File: config.mk
export PLATFORM = sky130hd
export DESIGN_NAME = tero_avg
export DESIGN_NICKNAME = d
export VERILOG_FILES = /design/src/rtl/tero_pkg.sv /design/src/rtl/tero_avg.sv
export SDC_FILE = /design/constraint.sdc
export NUM_CORES = 1
export LEC_CHECK = 0
export ABC_CLOCK_PERIOD_IN_PS = 1800
export CAP_MARGIN = 20
export CORE_MARGIN = 2
export CORE_UTILIZATION = 35
export DETAILED_ROUTE_END_ITERATION = 16
export PLACE_DENSITY_LB_ADDON = 0.25
export SLEW_MARGIN = 10
export SYNTH_ARGS = -nofsm -noshare
export SYNTH_HDL_FRONTEND = slang
export SYNTH_SLANG_ARGS = --single-unit
File: constraint.sdc
create_clock -name clk -period 1.8 [get_ports clk]
set_input_delay 0.54 -clock clk [delete_from_list [all_inputs] [get_ports clk]]
set_output_delay 0.54 -clock clk [all_outputs]
set_load 0.1 [all_outputs]
File: src/rtl/tero_pkg.sv
// Shared definitions for the TERO PUF controller and its response averager.
package tero_pkg;

  typedef enum logic [2:0] {
    IDLE,
    READY,
    ACCUM,
    STORE,
    FINISHED
  } tero_avg_state_t;

  // Smallest r with 2**r >= reps; exact log2 when reps is a power of two.
  function automatic int LOG2_REP(input int reps);
    int r;
    r = 0;
    for (int i = 0; i < 31; i++) begin
      if ((1 << i) < reps) r = i + 1;
    end
    return r;
  endfunction

  // Width of a loop index port; wide enough to also carry out-of-range values.
  function automatic int loop_sel_bits(input int loops);
    return $clog2(loops - 1) + 1;
  endfunction

  function automatic bit is_pow2(input int n);
    return (n >= 1) && ((n & (n - 1)) == 0);
  endfunction

endpackage

File: src/rtl/tero_avg.sv
// Averages REPETITIONS oscillation counts per TERO loop, reduces each average to
// one response bit and presents the full response once the controller is done.
module tero_avg
  import tero_pkg::*;
#(
  parameter int NUM_LOOPS   = 4,
  parameter int REPETITIONS = 1,
  parameter int COUNT_BITS  = 8
) (
  input  logic                                 clk,
  input  logic                                 reset,
  input  logic                                 start,
  input  logic [loop_sel_bits(NUM_LOOPS)-1:0]  select,
  input  logic                                 add_response,
  input  logic [COUNT_BITS-1:0]                loop_count,
  input  logic                                 done,
  output logic                                 next_enable,
  output logic [NUM_LOOPS-1:0]                 response,
  output logic                                 response_valid,
  output logic                                 protocol_error
);

  localparam int SEL_W = loop_sel_bits(NUM_LOOPS);
  localparam int LOG2  = LOG2_REP(REPETITIONS);
  localparam int SUM_W = COUNT_BITS + LOG2;
  localparam int REP_W = $clog2(REPETITIONS + 1);

  generate
    if (!is_pow2(REPETITIONS)) begin : g_rep_check
      $error("tero_avg: REPETITIONS must be a power of two");
    end
  endgenerate

  tero_avg_state_t      state, state_next;
  logic [SUM_W-1:0]     sum, sum_next;
  logic [REP_W-1:0]     rep, rep_next;
  logic [SEL_W-1:0]     cur_sel, cur_sel_next;
  logic [NUM_LOOPS-1:0] response_next;
  logic                 error_next;
  logic                 pending_done, pending_next;
  logic                 sel_in_range;
  logic                 enable_next;

  assign sel_in_range = int'(select) < NUM_LOOPS;
  assign enable_next  = (state_next == IDLE) || (state_next == READY) ||
                        (state_next == FINISHED);

  always_ff @(posedge clk or negedge reset) begin
    if (!reset) begin
      state          <= IDLE;
      sum            <= '0;
      rep            <= '0;
      cur_sel        <= '0;
      response       <= '0;
      protocol_error <= 1'b0;
      pending_done   <= 1'b0;
      next_enable    <= 1'b1;
      response_valid <= 1'b0;
    end else begin
      state          <= state_next;
      sum            <= sum_next;
      rep            <= rep_next;
      cur_sel        <= cur_sel_next;
      response       <= response_next;
      protocol_error <= error_next;
      pending_done   <= pending_next;
      next_enable    <= enable_next;
      response_valid <= (state_next == FINISHED);
    end
  end

  // A done seen while busy is remembered and honoured on the next return to READY.
  always_comb begin
    state_next    = state;
    sum_next      = sum;
    rep_next      = rep;
    cur_sel_next  = cur_sel;
    response_next = response;
    error_next    = protocol_error;
    pending_next  = pending_done;

    if (start) begin
      state_next    = READY;
      sum_next      = '0;
      rep_next      = '0;
      cur_sel_next  = '0;
      response_next = '0;
      error_next    = 1'b0;
      pending_next  = 1'b0;
    end else begin
      case (state)
        IDLE: begin
          if (add_response) error_next = 1'b1;
        end
        READY: begin
          if (add_response) begin
            if (done) pending_next = 1'b1;
            if (!sel_in_range) begin
              error_next = 1'b1;
            end else if ((rep != '0) && (select != cur_sel)) begin
              error_next   = 1'b1;
              sum_next     = SUM_W'(loop_count);
              rep_next     = REP_W'(1);
              cur_sel_next = select;
              state_next   = ACCUM;
            end else begin
              if (rep == '0) cur_sel_next = select;
              sum_next   = sum + SUM_W'(loop_count);
              rep_next   = rep + REP_W'(1);
              state_next = ACCUM;
            end
          end else if (done || pending_done) begin
            state_next   = FINISHED;
            pending_next = 1'b0;
            if (rep != '0) begin
              error_next = 1'b1;
              sum_next   = '0;
              rep_next   = '0;
            end
          end
        end
        ACCUM: begin
          if (add_response) error_next = 1'b1;
          if (done) pending_next = 1'b1;
          state_next = (rep == REP_W'(REPETITIONS)) ? STORE : READY;
        end
        STORE: begin
          if (add_response) error_next = 1'b1;
          if (done) pending_next = 1'b1;
          // Bit LOG2 of the sum is bit 0 of the average sum >> LOG2.
          for (int i = 0; i < NUM_LOOPS; i++) begin
            if (int'(cur_sel) == i) response_next[i] = sum[LOG2];
          end
          sum_next   = '0;
          rep_next   = '0;
          state_next = READY;
        end
        FINISHED: begin
          if (add_response) error_next = 1'b1;
        end
        default: state_next = IDLE;
      endcase
    end
  end

endmodule

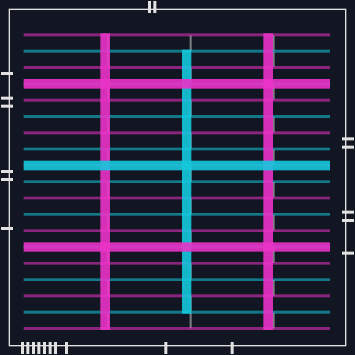
pdn.png
Drawn at 6 px/um. Pins as bars on the die edge. Tap cells in grey.
legend:
  cyan:
    net: VDD
  magenta:
    net: VSS
met1 rails: 19
signal pins: 23
tap cells: 30
rows: 18
met5 straps: 3

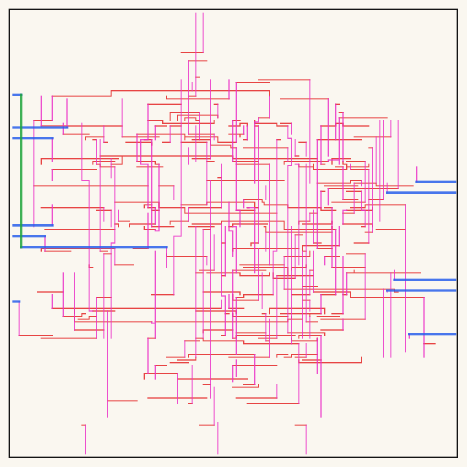
metal_stack.png
Drawn at 8 px/um.
legend:
  red:
    layer: met1
    wire_length: 926 um
  green:
    layer: met4
    wire_length: 19.0 um
  blue:
    layer: met3
    wire_length: 75.2 um
  magenta:
    layer: met2
    wire_length: 973 um

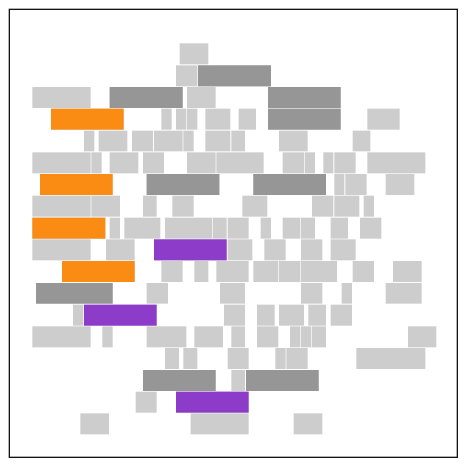
registers.png
Drawn at 8 px/um. Other sequential cells in the stronger grey, the rest of the logic in the fainter grey.
legend:
  purple:
    netlist_name: state
    placed_flops: 3
  orange:
    netlist_name: response
    placed_flops: 4
    where: west

==> results.json <==
{
  "synth.area.top_cells": "dfrtp_1, mux2i_1, nand3b_1, nor2_1, dfstp_2",
  "slew-limit-headroom_pct": 73.8,
  "cellPowerDensity_nw_per_um2": 658,
  "critical_path_buf_inv_count": 1,
  "logic_family": "simple AND/OR/NAND/NOR gates",
  "worstSetupStartpointType": "primary input",
  "yosys_register_bits": 16,
  "grt_pass1_vias": 746,
  "fp_util_pct": 37.6,
  "drv_slew": 0,
  "clock_area_share_pct": 2.87,
  "tritoncts": "built",
  "coreArea_um2": 2500,
  "grt_max_degree": 12,
  "worstReg2RegEnd": "cur_sel[1]",
  "simple_gate_area_share_pct": 30.6,
  "nNetsFinal": 130,
  "layout.cells.most_common": "dfrtp_1",
  "critPathTopFamily": "buffers and inverters",
  "tightest_slew_ps": 393,
  "criticalPathCategory": "primary input to flop",
  "largest_class": "multi-input combinational cells",
  "comb_cells": 68,
  "cts_buffers": 3,
  "flop_cell": "dfrtp_1",
  "fmax_mhz": 593,
  "area_delta_synth_final_pct": 34.8,
  "outcome": "finished clean",
  "n_clock_buffer": 4,
  "place_congestion": 0.804,
  "place_hpwl_um": 1510,
  "port_buffers": 15,
  "edf_count": 0,
  "use_met2_pct": 22.1,
  "viasPerCell": 5.29,
  "synth.avg_cell_area_um2": 10.3,
  "synthArstFlopShare_pct": 100,
  "buffers": 22,
  "ff2ff_path_depth": 4,
  "gr-usage-all-layers_pct": 13.5,
  "power_mw": 0.833,
  "power.leakage_nw": 0.557,
  "setup_viol": 0,
  "wl_per_cell_um": 13.9,
  "finalHoldWorstSlack_ps": 495,
  "die_x_um": 55.8,
  "power.internal_mw": 0.591,
  "drtIter0Drc": 19,
  "wl_um": 1990,
  "taps": 30,
  "fin_cells": 143,
  "clock_sinks": 16,
  "mux_area_share_pct": 8.66,
  "syn_area_um2": 940,
  "worstReg2RegStart": "state[2]",
  "rsz0062_at_grt": "false",
  "clockBufferDepth": 2,
  "period_used_pct": 93.7,
  "pre_cts_ws_ps": -260,
  "seq_share_pct": 31.7,
  "clk_pin_slew_ps": 90,
  "final_cell_mix": "dfrtp_1, nor2_1",
  "skew_ps": 5.61,
  "drtPass1Iterations": 4
}
==> layer usage <==
layer	vias to the layer above	share of wire, %
met5	-	0
met4	0	0.95
met3	2	3.8
met2	11	49
met1	370	46
li1	374	-
==> state kept, by name (all words and copies together) (netlist names) <==
signal	cells
cur_sel	3
next_enable	1
pending_done	1
protocol_error	1
rep	1
response	4
response_valid	1
state	3
sum	1
==> power by group through the flow <==
stage / logic (mW) / registers (mW) / clock network [mW]
after floorplan: 0.0963 / 0.432 / 0
after global placement: 0.193 / 0.415 / 0
after detailed placement: 0.196 / 0.415 / 0
after CTS: 0.196 / 0.408 / 0.244
after global routing: 0.210 / 0.412 / 0.261
final: 0.195 / 0.408 / 0.230
==> what timing repair did <==
action | CTS | global route
resized | 0 | 2
setup buffers | 0 | 0
endpoints found under the setup margin | 0 | 2
No activity file was given, so power comes from the tool's default toggle rates.
